Figure 1. Routed metal per tile.
Scale bar: 100 um. 21 x 21 tiles, from dark blue (low) to red (high), scaled to the fullest tile. Values are wire area over tile area, all layers added.
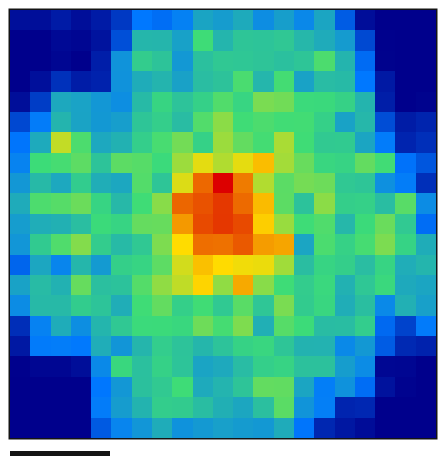
Figure 2. Register map, names as in the netlist.
Scale bar: 100 um.
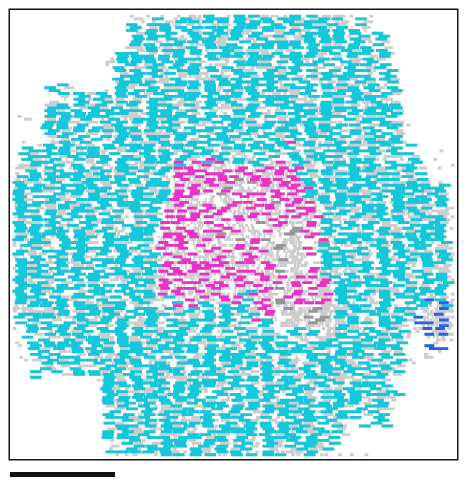
Figure 3. Cell classes on the final placement.
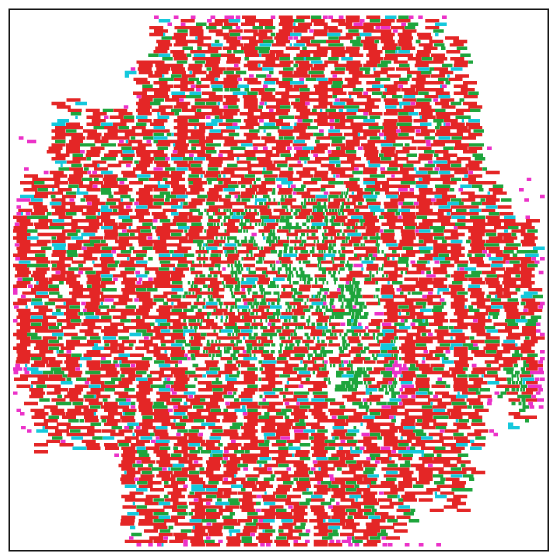
Figure 4. Routed metal, one colour a layer.
Scale bar: 100 um.
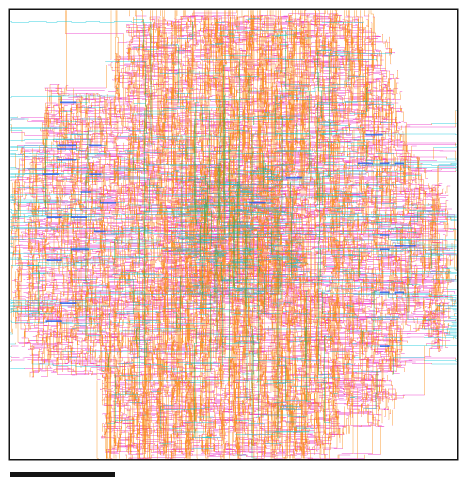
Figure 5. Routing congestion.
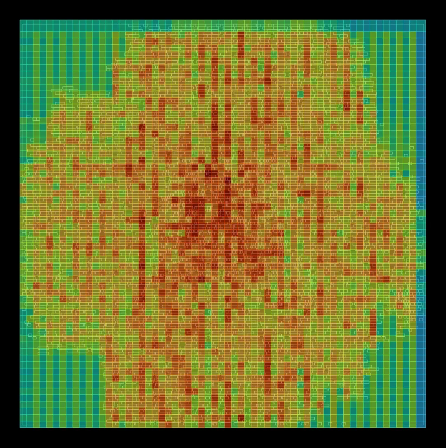
**config.mk**
```make
export PLATFORM = sky130hd
export DESIGN_NAME = exec_trace_tx
export DESIGN_NICKNAME = d
export VERILOG_FILES = /design/src/rtl/dbg_trace_pkg.sv /design/src/rtl/trace_fifo.sv /design/src/rtl/exec_trace_tx.sv
export SDC_FILE = /design/constraint.sdc
export NUM_CORES = 2
export LEC_CHECK = 0
export CORE_AREA = 2 2 422 424
export CTS_BUF_LIST = sky130_fd_sc_hd__clkbuf_16
export DETAILED_ROUTE_END_ITERATION = 12
export DIE_AREA = 0 0 424 426
export PLACE_DENSITY = 0.71
export SLEW_MARGIN = 20
export SYNTH_ARGS = -nofsm -noshare
export SYNTH_HDL_FRONTEND = slang
export SYNTH_SLANG_ARGS = --single-unit
```
**constraint.sdc**
```tcl
create_clock -name clk -period 25.7 [get_ports clk]
set_input_delay 5.14 -clock clk [delete_from_list [all_inputs] [get_ports clk]]
set_output_delay 5.14 -clock clk [all_outputs]
set_load 0.01 [all_outputs]
```
**src/rtl/dbg_trace_pkg.sv**
```systemverilog
// Shared types for execute-stage trace transmit: record layout, header, serializer states.
package dbg_trace_pkg;

   // Byte lengths of the four record shapes (header + pc + result [+ bj_pc] [+ cause + tval])
   localparam int unsigned LEN_PLAIN  = 17;
   localparam int unsigned LEN_BJ     = 25;
   localparam int unsigned LEN_EXC    = 26;
   localparam int unsigned LEN_BJ_EXC = 34;

   // Header byte: bit0 = bj, bit1 = exc, bit2 = wfi, bits 7:3 = rd
   typedef struct packed {
      logic [4:0] rd;
      logic       wfi;
      logic       exc;
      logic       bj;
   } trace_hdr_t;

   typedef struct packed {
      trace_hdr_t  hdr;
      logic [63:0] pc;
      logic [63:0] result;
      logic [63:0] bj_pc;
      logic [4:0]  cause;
      logic [63:0] tval;
   } trace_rec_t;

   typedef enum logic [2:0] {
      ST_IDLE,
      ST_HDR,
      ST_PC,
      ST_RES,
      ST_BJ,
      ST_EXC_C,
      ST_TVAL
   } tx_state_e;

   // Byte presented on the link for a given record, state and little-endian byte index
   function automatic logic [7:0] rec_byte(trace_rec_t rec, tx_state_e st, logic [2:0] idx);
      logic [5:0] bit_lo;
      bit_lo = {idx, 3'b000};
      case (st)
         ST_HDR:   rec_byte = rec.hdr;
         ST_PC:    rec_byte = rec.pc[bit_lo +: 8];
         ST_RES:   rec_byte = rec.result[bit_lo +: 8];
         ST_BJ:    rec_byte = rec.bj_pc[bit_lo +: 8];
         ST_EXC_C: rec_byte = {3'b000, rec.cause};
         ST_TVAL:  rec_byte = rec.tval[bit_lo +: 8];
         default:  rec_byte = 8'h00;
      endcase
   endfunction

endpackage

```
**src/rtl/trace_fifo.sv**
```systemverilog
// Synchronous first-word-fall-through FIFO of trace records; caller guarantees no
// push when full (unless popping) and no pop when empty.
module trace_fifo
   import dbg_trace_pkg::*;
#(
   parameter int unsigned DEPTH = 8
)
(
   input  logic                     clk,
   input  logic                     rst_n,
   input  logic                     push,
   input  trace_rec_t               wr_data,
   input  logic                     pop,
   output trace_rec_t               rd_data,
   output logic                     full,
   output logic                     empty,
   output logic [$clog2(DEPTH):0]   count
);

   localparam int unsigned AW = $clog2(DEPTH);

   trace_rec_t    mem [DEPTH];
   logic [AW-1:0] wr_ptr;
   logic [AW-1:0] rd_ptr;

   // Record storage; contents need no reset since the pointers define validity
   always_ff @(posedge clk) begin
      if (push) begin
         mem[wr_ptr] <= wr_data;
      end
   end

   // Pointer and occupancy tracking; pointers wrap naturally since DEPTH is a power of two
   always_ff @(posedge clk or negedge rst_n) begin
      if (!rst_n) begin
         wr_ptr <= '0;
         rd_ptr <= '0;
         count  <= '0;
      end else begin
         if (push) begin
            wr_ptr <= wr_ptr + AW'(1);
         end
         if (pop) begin
            rd_ptr <= rd_ptr + AW'(1);
         end
         case ({push, pop})
            2'b10:   count <= count + (AW+1)'(1);
            2'b01:   count <= count - (AW+1)'(1);
            default: count <= count;
         endcase
      end
   end

   assign rd_data = mem[rd_ptr];
   assign full    = (count == (AW+1)'(DEPTH));
   assign empty   = (count == '0);

endmodule

```
**src/rtl/exec_trace_tx.sv**
```systemverilog
// Execute-stage trace transmitter: captures one record per retired instruction into a
// FIFO and serializes it as a byte stream over a valid/ready link.
module exec_trace_tx
   import dbg_trace_pkg::*;
#(
   parameter int unsigned DEPTH  = 8,
   parameter int unsigned DROP_W = 16
)
(
   input  logic              clk,
   input  logic              rst_n,
   input  logic              valid,
   input  logic              stall,
   input  logic [63:0]       pc,
   input  logic [4:0]        rd,
   input  logic [63:0]       result,
   input  logic              bj_en,
   input  logic [63:0]       bj_pc,
   input  logic              exc_en,
   input  logic [4:0]        cause,
   input  logic [63:0]       tval,
   input  logic              wfi_op,
   output logic [7:0]        tx_data,
   output logic              tx_valid,
   input  logic              tx_ready,
   output logic              busy,
   output logic [DROP_W-1:0] drop_cnt,
   output logic              wfi_drained
);

   localparam int unsigned CW = $clog2(DEPTH) + 1;

   logic          capture;
   logic          push;
   logic          pop;
   logic          drop;
   logic          hs;
   logic          last;
   logic          fifo_full;
   logic          fifo_empty;
   logic [CW-1:0] fifo_count;
   logic [CW-1:0] count_next;
   trace_rec_t    cap_rec;
   trace_rec_t    fifo_rec;
   trace_rec_t    rec;
   trace_rec_t    rec_next;
   tx_state_e     state;
   tx_state_e     state_next;
   logic [2:0]    idx;
   logic [2:0]    idx_next;

   // A pop in the same cycle frees a slot, so a capture into a full FIFO still lands
   assign capture    = valid & ~stall;
   assign push       = capture & (~fifo_full | pop);
   assign drop       = capture & fifo_full & ~pop;
   assign hs         = tx_valid & tx_ready;
   assign rec_next   = pop ? fifo_rec : rec;
   assign count_next = fifo_count + CW'(push) - CW'(pop);

   // Assemble the captured record from the execute-stage signals
   always_comb begin
      cap_rec        = '0;
      cap_rec.hdr.rd = rd;
      cap_rec.hdr.wfi = wfi_op;
      cap_rec.hdr.exc = exc_en;
      cap_rec.hdr.bj  = bj_en;
      cap_rec.pc     = pc;
      cap_rec.result = result;
      cap_rec.bj_pc  = bj_pc;
      cap_rec.cause  = cause;
      cap_rec.tval   = tval;
   end

   trace_fifo #(
      .DEPTH (DEPTH)
   ) u_fifo (
      .clk     (clk),
      .rst_n   (rst_n),
      .push    (push),
      .wr_data (cap_rec),
      .pop     (pop),
      .rd_data (fifo_rec),
      .full    (fifo_full),
      .empty   (fifo_empty),
      .count   (fifo_count)
   );

   // Serializer next state; the byte index wraps 7->0 so each multi-byte section starts at 0
   always_comb begin
      state_next = state;
      idx_next   = idx;
      last       = 1'b0;
      pop        = 1'b0;
      case (state)
         ST_IDLE: ;
         ST_HDR: begin
            if (hs) begin
               state_next = ST_PC;
               idx_next   = '0;
            end
         end
         ST_PC: begin
            if (hs) begin
               idx_next = idx + 3'd1;
               if (idx == 3'd7) state_next = ST_RES;
            end
         end
         ST_RES: begin
            if (hs) begin
               idx_next = idx + 3'd1;
               if (idx == 3'd7) begin
                  if (rec.hdr.bj)       state_next = ST_BJ;
                  else if (rec.hdr.exc) state_next = ST_EXC_C;
                  else                  last = 1'b1;
               end
            end
         end
         ST_BJ: begin
            if (hs) begin
               idx_next = idx + 3'd1;
               if (idx == 3'd7) begin
                  if (rec.hdr.exc) state_next = ST_EXC_C;
                  else             last = 1'b1;
               end
            end
         end
         ST_EXC_C: begin
            if (hs) begin
               state_next = ST_TVAL;
               idx_next   = '0;
            end
         end
         ST_TVAL: begin
            if (hs) begin
               idx_next = idx + 3'd1;
               if (idx == 3'd7) last = 1'b1;
            end
         end
         default: state_next = ST_IDLE;
      endcase
      // Load the next record from IDLE or directly after a record's final byte
      if ((state == ST_IDLE) || last) begin
         if (!fifo_empty) begin
            pop        = 1'b1;
            state_next = ST_HDR;
         end else begin
            state_next = ST_IDLE;
         end
      end
   end

   // Serializer state plus registered link outputs derived from the next state
   always_ff @(posedge clk or negedge rst_n) begin
      if (!rst_n) begin
         state       <= ST_IDLE;
         idx         <= '0;
         rec         <= '0;
         tx_data     <= '0;
         tx_valid    <= 1'b0;
         busy        <= 1'b0;
         wfi_drained <= 1'b0;
      end else begin
         state       <= state_next;
         idx         <= idx_next;
         rec         <= rec_next;
         tx_valid    <= (state_next != ST_IDLE);
         tx_data     <= rec_byte(rec_next, state_next, idx_next);
         busy        <= (state_next != ST_IDLE) || (count_next != '0);
         wfi_drained <= last & rec.hdr.wfi;
      end
   end

   // Saturating count of records lost to a full FIFO
   always_ff @(posedge clk or negedge rst_n) begin
      if (!rst_n) begin
         drop_cnt <= '0;
      end else if (drop && (drop_cnt != '1)) begin
         drop_cnt <= drop_cnt + DROP_W'(1);
      end
   end

endmodule

```
==> results_dict.tcl <==
# yosys + openroad results
set metrics [dict create \
    fin_area_um2 107500 \
    synth.distinct_cells 77 \
    cp.depth 10 \
    status "finished, final reports clean" \
    place_area_um2 99950 \
    min_path_type "flop to flop" \
    path_clk_slew_ns 0.06 \
    drt_iter0_markers 5008 \
    fp_util_pct 53.78 \
    finalPower_mw 11.73 \
    vias 46375 \
    yosys-stat-area_um2 94500 \
    fin_hold_ws_ns 0.4631 \
    place_ws_ns 14.69 \
    grt_overflow 0 \
    max_freq_ghz 0.09872 \
    cpMaxStageDelayCell "buf_4" \
    area_delta_synth_final_pct 13.79 \
    pwr_density_cell_nw_per_um2 109.1 \
    fin_crit_ns 10.13 \
    max_stage_delay_ns 0.73 \
    setup_slack_ns 15.57 \
    finClkSkew_ns 0.03728 \
    ios 301 \
    cts_hold_buf 0 \
    cts.sinks 2464 \
    grt_max_degree 131 \
    max-vdd-ir-drop_mv 0.09674 \
    clkLatencyLatePin_ns 0.87 \
    numSynthFlops 2464 \
    max_cap_violations 0 \
    finalNetCount 5204 \
    antenna_found_initial 48 \
    cts_buffer_depth 3 \
    worstRegToRegCells 10 \
    dieArea_um2 180600 \
    syn_nets 4855 \
    warnings 78 \
    globalplace.congestion 0.9241 \
    cp_data_required_time_ns 26.16 \
    yosysCellCount 4564 \
    fin_crit_sh_pct 39.42 \
    path_max_fanout 47 \
    critical_path_class "input pin to flop" \
    finalSetupTns_ns 0 \
    grt_pass1_wl_um 323700 \
    viasPerCell 6.211 \
    drive_gt1_share_pct 19.93 \
    numCtsBuffers 236 \
    synthArstFlopShare_pct 12.66 \
    dp_cells 7015 \
    path_buffers 4 \
    topCellsByArea "edfxtp_1, mux4_2, dfrtp_1, mux2i_1, o21ai_0" \
    rows 154 \
    cts_tree "yes" \
    cts-htree-levels 4 \
    lay_top_count "edfxtp_1" \
    die_w_um 424 \
    top_area_share_pct 68.38 \
    edf_count 2152 \
    postSynthCellCount 4564 \
    drc 0 \
    rsz0062_at_grt "false" \
    yosysWarnings 0 \
    power.leakage_nw 34.99 \
    start_kind "input pin" \
    syn_area_um2 94500 \
    min_to "rec[142]" \
    final_cell_mix "edfxtp_1, mux4_2, dfrtp_1, clkdlybuf4s50_1, nand2_1" \
    path_cells "clkdlybuf4s50_1 -> nand3_2 -> a21oi_4 -> o21ai_4 -> a31oi_2 -> nand2b_1 -> nor3_2 -> buf_4 -> buf_4 -> buf_4" \
    min_path_cells 2 \
    tightestPinTransition_ns 1.378 \
    grt_pass1_vias 45810 \
    synthFlopType "edfxtp_1" \
    coreArea_um2 175700 \
    postCtsSetupBuffers 0 \
    setup_viol 0 \
    die_y_um 426 \
    worstHoldStart "rec[142]" \
    synthTopCellsByCount "edfxtp_1, mux4_2, dfrtp_1" \
    port_buffers 300 \
    critPathTopFamily "buffers and inverters" \
    top_cell "edfxtp_1" \
    relSlewSlack_pct 8.161 \
    dp_hpwl_um 133300 \
    r2r_end "tx_data[2]" \
    ant_nets 0 \
    cp.arrival_ns 10.59 \
    cp_common_cell "buf_4" \
    layout.cells.non_filler 7467 \
    rr_startpoint "u_fifo.rd_ptr[0]" \
    regToRegSetupSlack_ns 19.40 \
    end_kind "flop" \
    synth_area_per_cell_um2 20.71 \
    ctsResizeCount 0 \
    clockRootBuffer "clkbuf_16" \
    ys_seq_share_pct 76.64 \
    firstDrtPassIters 9 \
    top_area_cell "edfxtp_1" \
    slew_viol_final 0 \
    final_hold_viol_count 0 \
]
Back to the opening pictures, Figure 1:
25% of the tiles are over half the peak. The fullest tile reaches 0.54. 11% of the tiles are nearly empty. The densest ninth of the die: centre. The mean over all tiles is 0.20.

Back to the opening pictures, Figure 2:
drop_cnt: shown in blue, placed flops 16. rec: shown in magenta, placed flops 269, where centre. u_fifo.mem: shown in cyan, placed flops 2152, where spread over the die.

Back to the opening pictures, Figure 3:
combinational and other logic: shown in green, cells 1840. sequential cells: shown in red, cells 2464. clock drivers and dummy loads: shown in cyan, cells 442. remaining buffers and delay cells: shown in magenta, cells 371.

Back to the opening pictures, Figure 4:
metal 4: shown in green, wire length 6110 um. metal 3: shown in cyan, wire length 17900 um. metal 5: shown in blue, wire length 337 um. metal 1: shown in magenta, wire length 89.8 mm. metal 2: shown in orange, wire length 108 mm.
routed wire length: 222300 um
Routed wire per std cell: 29.77 um

Back to the opening pictures, Figure 5:
Final Core Density: 61.19%
met2 usage: 39.14%
met3 usage: 5.478%
GRT Max-Usage Layer: met2
GRT Overall Usage: 24.73%

==> worst max-delay path by stage <==
stage	from	end
final	tx_ready	u_fifo.mem[0][148]
after global placement	tx_ready	u_fifo.mem[0][132]
after global routing	tx_ready	u_fifo.mem[0][148]
after floorplan	tx_ready	u_fifo.mem[0][0]
after CTS	tx_ready	u_fifo.mem[0][226]
after detailed placement	tx_ready	u_fifo.mem[0][132]
==> registers in the layout (all words and copies together) (netlist names) <==
| register | count |
|---|---|
| busy | 1 |
| drop_cnt | 16 |
| idx | 3 |
| rec | 269 |
| state | 3 |
| tx_data | 8 |
| tx_valid | 1 |
| u_fifo.count | 4 |
| u_fifo.mem | 2152 |
| u_fifo.rd_ptr | 3 |
| u_fifo.wr_ptr | 3 |
| wfi_drained | 1 |
==> per-layer routing <==
metal / part of all wire, % / vias up / global-route usage [%]
li1: - / 19427 / -
met1: 40 / 24618 / 35.10
met2: 49 / 1912 / 39.14
met3: 8.0 / 362 / 5.478
met4: 2.8 / 56 / 6.981
met5: 0.15 / - / 0
==> cell families after synthesis <==
| family | after synthesis | share of synthesized area, % |
|---|---|---|
| simple gates | 439 | 2.012 |
| flops | 2464 | 76.64 |
| buf+inv | 302 | 1.586 |
| compound gates | 499 | 3.436 |
| fa+ha+maj | 17 | 0.2410 |
| mux | 820 | 15.87 |
| xor+xnor | 23 | 0.2132 |
==> final cells by class <==
class,count,area [um2]
tap,2340,2928
clock buffer,237,5931
timing repair buffer,371,3732
fill,12062,68200
clock inverter,205,1627
sequential,2464,72440
multi-input combinational,1798,20690
inverter,42,162.7
antenna,10,25.02
==> power breakdown <==
group | switching (mW) | internal, mW | leakage [nW] | total (mW)
clock network | 1.48 | 1.88 | 3.86 | 3.36
registers | 0.172 | 4.84 | 23.3 | 5.01
logic | 2.10 | 1.27 | 7.81 | 3.36
Power is estimated from default activity; no workload was simulated.
